==> config.mk <==
export PLATFORM = sky130hd
export DESIGN_NAME = tdm_domain_arb
export DESIGN_NICKNAME = d
export VERILOG_FILES = /design/src/rtl/tdm_domain_arb_pkg.sv /design/src/rtl/tdm_domain_arb_slot_timer.sv /design/src/rtl/tdm_domain_arb.sv
export SDC_FILE = /design/constraint.sdc
export NUM_CORES = 1
export LEC_CHECK = 0
export CELL_PAD_IN_SITES_DETAIL_PLACEMENT = 1
export CELL_PAD_IN_SITES_GLOBAL_PLACEMENT = 2
export CORE_MARGIN = 2
export CORE_UTILIZATION = 38
export DETAILED_ROUTE_END_ITERATION = 10
export DONT_BUFFER_PORTS = 1
export PLACE_DENSITY_LB_ADDON = 0.1
export SKIP_CTS_REPAIR_TIMING = 1
export SLEW_MARGIN = 10
export SYNTH_ARGS = -nofsm -noshare
export SYNTH_HDL_FRONTEND = slang
export SYNTH_HIERARCHICAL = 1
export SYNTH_SLANG_ARGS = --single-unit
==> constraint.sdc <==
create_clock -name clk -period 2.1 [get_ports clk]
set_clock_uncertainty 0.05 [all_clocks]
set_input_delay 0.42 -clock clk [delete_from_list [all_inputs] [get_ports clk]]
set_output_delay 0.42 -clock clk [all_outputs]
set_load 0.03 [all_outputs]
Floorplan with the power grid:
Pins as bars on the die edge. Tap cells in grey.
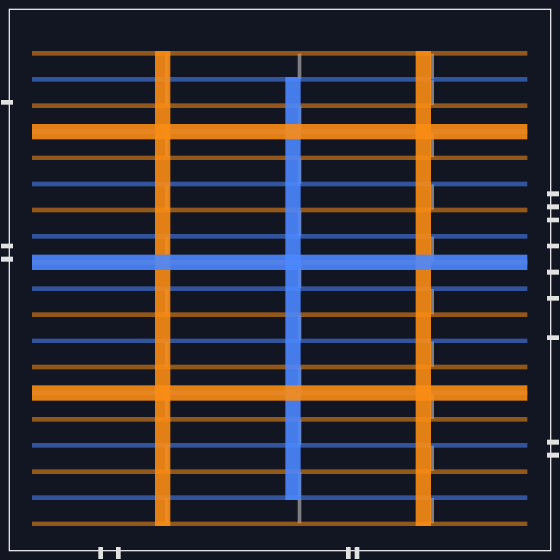
legend:
  VSS:
    colour: orange
  VDD:
    colour: blue
signal pins: 16
rows: 18
met4 straps: 3
tap cells: 30
Die W: 56.2 um
core area: 0.00252 sq mm
VDD IR-drop max: 0.521 mV
Die Span Y: 56.2 um

Placed cells, one colour a class:
Bar = 20 um. Fill, decap, tap and diode cells in grey.
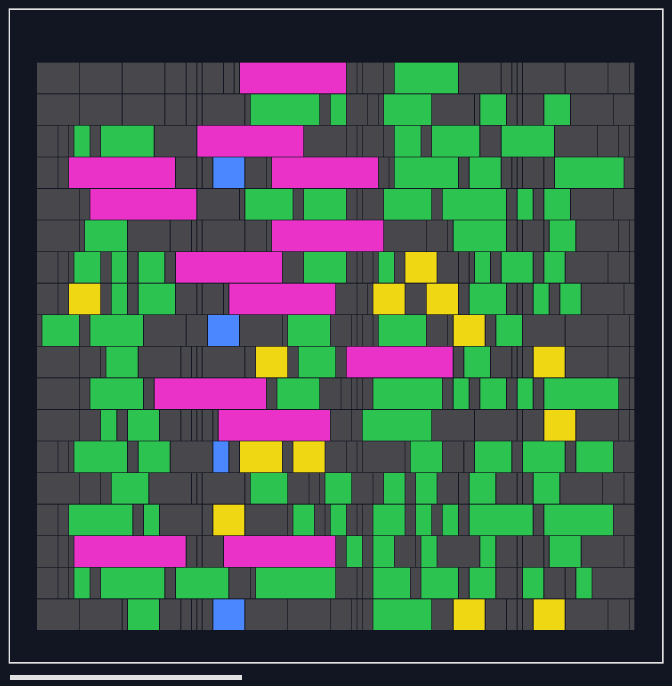
legend:
  clock drivers and dummy loads:
    colour: blue
    cells: 4
  flip-flops:
    colour: magenta
    cells: 13
  all other logic:
    colour: green
    cells: 92
  other buffers and delay cells:
    colour: yellow
    cells: 13
utilization after layout: 0.505
final instance area: 0.00127 sq mm
Core Rows: 18
Seq/total area: 0.260

Metal 2:
Bar = 20 um.
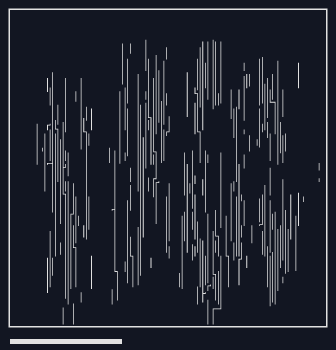
main direction: vertical
wire length on this layer: 1350 um
longest straight run: 30.3 um
WL final: 2700 um
met2 Use GR: 0.284
DR vias: 913

Routed clock nets over the placement:
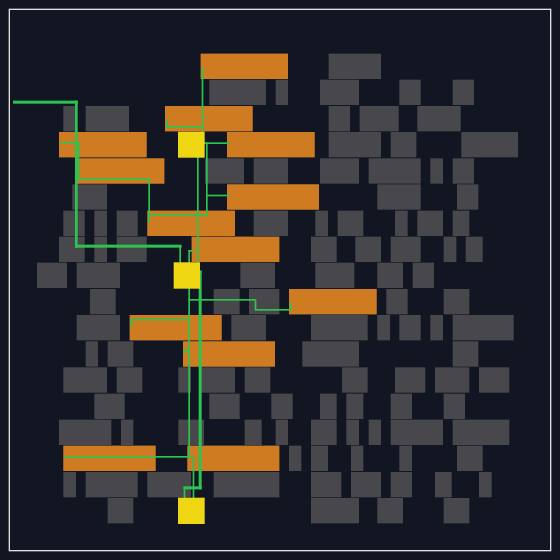
legend:
  cells driving clock nets:
    colour: yellow
    count: 3
  flip-flops:
    colour: orange
    count: 13
  clock wires:
    colour: green
    length: 184 um
routed clock nets: 4
Clk Latency, worst-skew pair: 0.28 ns
clock share of power: 0.159
Clk power: 154 uW

==> reports/results.ini <==
[worst_setup_path]
crit_family=simple AND/OR/NAND/NOR gates
cp_num_buf_inv=0
path_max_fanout=6
path_class=flip-flop to output port
worstPathRequired_ns=1.63
cp.arrival_ns=1.59
startpoint_type=flip-flop

[final_layout]
buf_share=0.0786
nNonClkBuffers=13
final_common_cell=buf_4
register_area_sq_um=332
flops=13
final-comb-area_sq_um=744
drive_above_1_share=0.361
clock_area_frac=0.0206

[routing]
antenna_left=0
drtPass1Iterations=2
route.detailed.drc=0
route.met3.wl_um=98

[logic_synthesis]
ys_seq_frac=0.317
ys_area_sq_mm=0.00103
synthSimpleGateAreaFrac=0.215
synth_cell_types=43
synthArstFlopShare=1.00
synth-xor-area-share=0.00846
edf_count=0

[status]
status=complete, no violations

[pwr]
p_seq_uw=433
intPower_uw=596
power.total_uw=969
power_leader=registers
seqPwrFrac=0.447

[grt]
grt_start_max_net_pins=18
met1_usage=0.230
grt_pass1_wl_um=4390
antenna_found_initial=0
grt.busiest_layer=met2

[hold_path]
min_path_type=input port to flip-flop
whs_path_depth=3

[placement]
dpl_cell_area_sq_mm=0.00108

[sta]
fin_tns_setup_ns=0
worst_slew_pin_slew_ns=0.586
slew_headroom=0.608
fin_crit_sh=0.980

[die]
nWellTaps=30

No activity file was given, so power comes from the tool's default toggle rates.
